$ cat src/rtl/alu_arbiter.sv
// alu_arbiter
//   Shares one external combinational ALU between two requesters. Requests
//   are granted round-robin in IDLE. The winner's operands are registered
//   onto the alu_* outputs. The ALU outputs are captured in EXEC, and the
//   response is held in RESP until the owner accepts it.
//
// Ports
//   clk, rst                      clock (rising edge), async active-high reset
//   req{0,1}_valid/_ready         request handshake per requester
//   req{0,1}_fn/_btype/_bneq      function code and branch qualifiers
//   req{0,1}_opa/_opb             operands
//   rsp{0,1}_valid/_ready         response handshake per requester
//   rsp_result, rsp_btaken        captured ALU outputs (shared by both ports)
//   alu_fn/_btype/_bneq/_opa/_opb registered operation driven to the ALU
//   alu_result, alu_btaken        combinational ALU outputs
//   busy                          high whenever the FSM is not in IDLE
module alu_arbiter #(
  parameter int unsigned XLEN = 32,
  parameter int unsigned FNW  = 4
) (
  input  logic            clk,
  input  logic            rst,
  input  logic            req0_valid,
  output logic            req0_ready,
  input  logic [FNW-1:0]  req0_fn,
  input  logic            req0_btype,
  input  logic            req0_bneq,
  input  logic [XLEN-1:0] req0_opa,
  input  logic [XLEN-1:0] req0_opb,
  input  logic            req1_valid,
  output logic            req1_ready,
  input  logic [FNW-1:0]  req1_fn,
  input  logic            req1_btype,
  input  logic            req1_bneq,
  input  logic [XLEN-1:0] req1_opa,
  input  logic [XLEN-1:0] req1_opb,
  output logic            rsp0_valid,
  input  logic            rsp0_ready,
  output logic            rsp1_valid,
  input  logic            rsp1_ready,
  output logic [XLEN-1:0] rsp_result,
  output logic            rsp_btaken,
  output logic [FNW-1:0]  alu_fn,
  output logic            alu_btype,
  output logic            alu_bneq,
  output logic [XLEN-1:0] alu_opa,
  output logic [XLEN-1:0] alu_opb,
  input  logic [XLEN-1:0] alu_result,
  input  logic            alu_btaken,
  output logic            busy
);

  typedef enum logic [1:0] {IDLE, EXEC, RESP} state_t;

  state_t state, state_nx;
  logic   owner;       // requester that owns the in-flight operation
  logic   last_grant;  // requester granted most recently
  logic   grant0, grant1;

  // On a tie, the port that was not granted last wins. last_grant resets
  // to 1, so port 0 wins the first tie.
  always_comb begin
    grant0 = req0_valid && (!req1_valid || last_grant);
    grant1 = req1_valid && (!req0_valid || !last_grant);
  end

  always_comb begin
    state_nx   = state;
    req0_ready = 1'b0;
    req1_ready = 1'b0;
    rsp0_valid = 1'b0;
    rsp1_valid = 1'b0;
    busy       = (state != IDLE);
    case (state)
      IDLE: begin
        req0_ready = grant0;
        req1_ready = grant1;
        if (grant0 || grant1) state_nx = EXEC;
      end
      EXEC: state_nx = RESP;
      RESP: begin
        rsp0_valid = !owner;
        rsp1_valid = owner;
        if (owner ? rsp1_ready : rsp0_ready) state_nx = IDLE;
      end
      default: state_nx = IDLE;
    endcase
  end

  always_ff @(posedge clk or posedge rst) begin
    if (rst) begin
      state      <= IDLE;
      owner      <= 1'b0;
      last_grant <= 1'b1;
      alu_fn     <= '0;
      alu_btype  <= 1'b0;
      alu_bneq   <= 1'b0;
      alu_opa    <= '0;
      alu_opb    <= '0;
      rsp_result <= '0;
      rsp_btaken <= 1'b0;
    end else begin
      state <= state_nx;
      if (state == IDLE && (grant0 || grant1)) begin
        owner      <= grant1;
        last_grant <= grant1;
        if (grant1) begin
          alu_fn    <= req1_fn;
          alu_btype <= req1_btype;
          alu_bneq  <= req1_bneq;
          alu_opa   <= req1_opa;
          alu_opb   <= req1_opb;
        end else begin
          alu_fn    <= req0_fn;
          alu_btype <= req0_btype;
          alu_bneq  <= req0_bneq;
          alu_opa   <= req0_opa;
          alu_opb   <= req0_opb;
        end
      end
      if (state == EXEC) begin
        rsp_result <= alu_result;
        rsp_btaken <= alu_btaken;
      end
    end
  end

endmodule

$ cat config.mk
export PLATFORM = sky130hd
export DESIGN_NAME = alu_arbiter
export DESIGN_NICKNAME = d
export VERILOG_FILES = /design/src/rtl/alu_arbiter.sv
export SDC_FILE = /design/constraint.sdc
export NUM_CORES = 1
export LEC_CHECK = 0
export CAP_MARGIN = 20
export CORE_UTILIZATION = 43
export DETAILED_ROUTE_END_ITERATION = 12
export GPL_TIMING_DRIVEN = 0
export PLACE_DENSITY = 0.83
export SETUP_SLACK_MARGIN = 0.5
export SLEW_MARGIN = 0
export SYNTH_ARGS = -nofsm -noshare
export SYNTH_HDL_FRONTEND = slang
export SYNTH_SLANG_ARGS = --single-unit
$ cat constraint.sdc
create_clock -name clk -period 6.5 [get_ports clk]
set_input_delay 1.3 -clock clk [delete_from_list [all_inputs] [get_ports clk]]
set_output_delay 1.3 -clock clk [all_outputs]
set_load 0.02 [all_outputs]
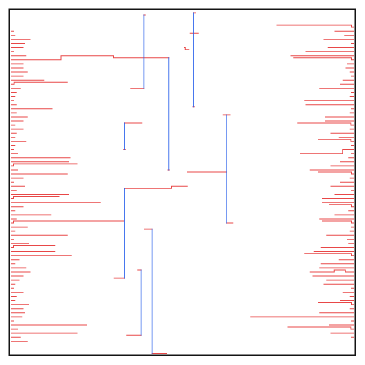
**Above:** metal layers overlaid.
Drawn at 3 px/um. Only two layers are drawn.
- blue: M4 (wire length 231 um)
- red: M3 (wire length 1260 um)

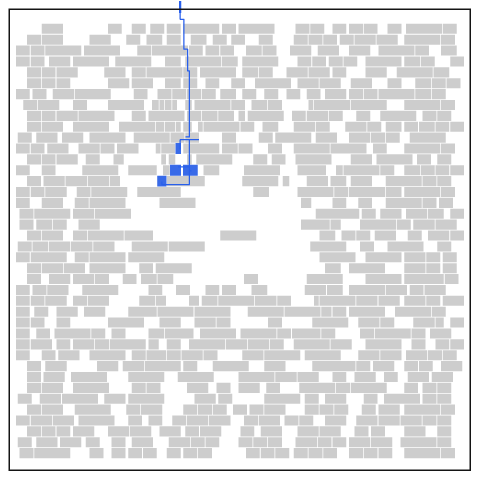
**Above:** port wiring.
Drawn at 4 px/um.
- blue: req0_valid (bits 1; direction input; end cells 4; buffers 1; wire 63.7 um)

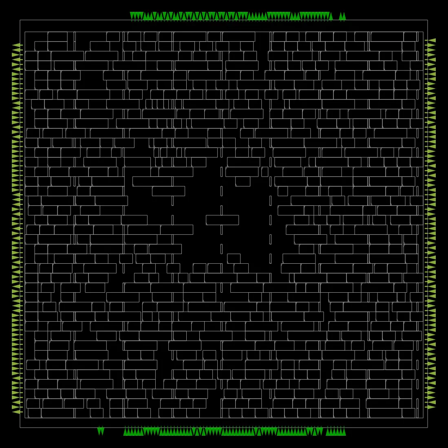
**Above:** placement view.
sequential cell area share: 0.300
number of fill cells: 823

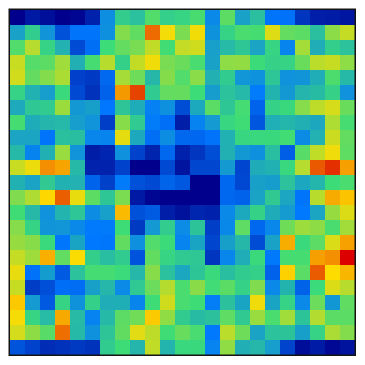
**Above:** wire density map.
Drawn at 3 px/um. 23 x 23 tiles, from dark blue (low) to red (high), scaled to the fullest tile. Values are wire area over tile area, all layers added.
- emptiest ninth of the die: center
- nearly empty tiles: 2.5%
- tiles over half the peak: 35%
- fullest tile: 0.41

## cells in the final DEF, fill, tap and decap left out
cell	count
mux2_4	138
a31oi_1	1
nor2_1	3
clkdlybuf4s50_1	286
inv_1	3
buf_6	1
bufinv_16	3
dfrtp_1	106
buf_2	4
nand2_1	1
buf_16	1
dfstp_2	1
mux2_2	36
a21bo_1	1
nand2b_1	2
a21o_1	1
nor3_1	1
buf_4	7
o21a_1	1
clkbuf_1	3
o21ai_0	1
a21oi_1	2
clkbuf_16	9
buf_12	7
inv_4	1
clkinvlp_4	1
clkbuf_8	1
## logic make-up after synthesis
| kind of cell | count (synthesis) |
|---|---|
| mux | 174 |
| flops | 107 |
| buf+inv | 24 |
| compound gates | 7 |
| simple gates | 7 |
==> flow_metrics.tcl <==
# implementation run metrics
set metrics [dict create \
    path_max_fanout 10 \
    ys_ff 107 \
    ff2ff_setup_slack_ps 4740 \
    insertion_delay_ps 340 \
    cts_setup_buffers 0 \
    cts_htree_levels 3 \
    first_pass_iters 4 \
    critPathMaxStageDelay_ps 680 \
    p_comb_mw 2.38 \
    ioPinCount 287 \
    path_delay_family "buffers and inverters" \
    top_layer "met4" \
    setup_tns_ps 0 \
    syn_nets 498 \
    period_used_share 0.706 \
    use_met1 0.234 \
    core_um2 12200 \
    final-clk-cell-share 0.0386 \
    seqCellArea_um2 2680 \
    ys_sh_mux 0.452 \
    netlist.area_leader.share 0.484 \
    use_met3 0.0664 \
    yosysTopAreaCell "dfrtp_1" \
    buffers 307 \
    hold_path.class "reg -> reg" \
    finalClockSkew_ps 5.41 \
    met3WireLength_um 1260 \
    drc 0 \
    power.group.top "combinational logic" \
    slew_headroom 0.544 \
    yosys.area_share.adder 0 \
    row_count 40 \
    synth_warnings 0 \
    ctsHoldBuffers 0 \
    grt_pass1_vias 4045 \
    yosys.area_share.aoi 0.00845 \
    cts_made_buffers 9 \
    p_sw_frac 0.338 \
    fp_util 0.449 \
    topCellsByArea "dfrtp_1, mux2_4, mux2_2" \
    crit_required_ps 5200 \
    p_per_area_nw_per_um2 472 \
    path_depth 6 \
    grt_pass1_wl_um 21300 \
    powerSeq_mw 1.21 \
    max-vdd-ir-drop_uv 289 \
    pre_cts_ws_ps 1930 \
    top_logic_kind "multiplexers" \
    fmax_ghz 0.218 \
    synth_cells 319 \
    power.leakage_nw 4.00 \
    comb_share 0.286 \
    drive_gt1_frac 0.338 \
    most_common_cell "mux2_4" \
    grt_max_degree 55 \
    holdPathStages 1 \
    worst_pin_slew_ps 684 \
    dp_cells 774 \
    synth_area_um2 5480 \
    internal_power_mw 2.79 \
    track_usage 0.214 \
    die_w_um 115 \
    tap_cells 168 \
    warning_count 26 \
    mi_logic_area_um2 2560 \
    antennaDiodeCount 0 \
    drv_slew 0 \
    synth-xor-area-share 0 \
    setup_violations 0 \
    power_mw 4.22 \
    arrival_ps 3290 \
    ys_cells 319 \
    buffer_area_frac 0.349 \
    min_to "rsp_result[29]" \
    ff_count 107 \
    ctsLongestPathBuffers 2 \
    met1Wirelength_um 5160 \
    ff_type "dfrtp_1" \
    utilization 0.731 \
    p_clk_mw 0.623 \
    fin_nets 796 \
    post-dp-hpwl_um 10900 \
    combPwrFrac 0.564 \
    reg2reg_from "state[1]" \
    cts_tree "done" \
    crit_type "in -> out" \
    startpoint "req1_valid" \
    edf_count 0 \
    gr-total-overflow 0 \
    die_h_um 115 \
    outcome "finished clean" \
    ys_seq_share 0.489 \
    hold_viol 0 \
    synthDistinctLibCells 20 \
    wirelength_um 14000 \
    antenna_found_initial 0 \
    clk_pin_slew_ps 70 \
    endpoint "req1_ready" \
    dpl_cell_area_um2 8580 \
    crit_chain "clkdlybuf4s50_1 > a21bo_1 > buf_6 > buf_12 > nor3_1 > clkdlybuf4s50_1" \
    rsz0062_at_grt "false" \
    via_per_inst 4.75 \
    rr_worst_depth 5 \
]
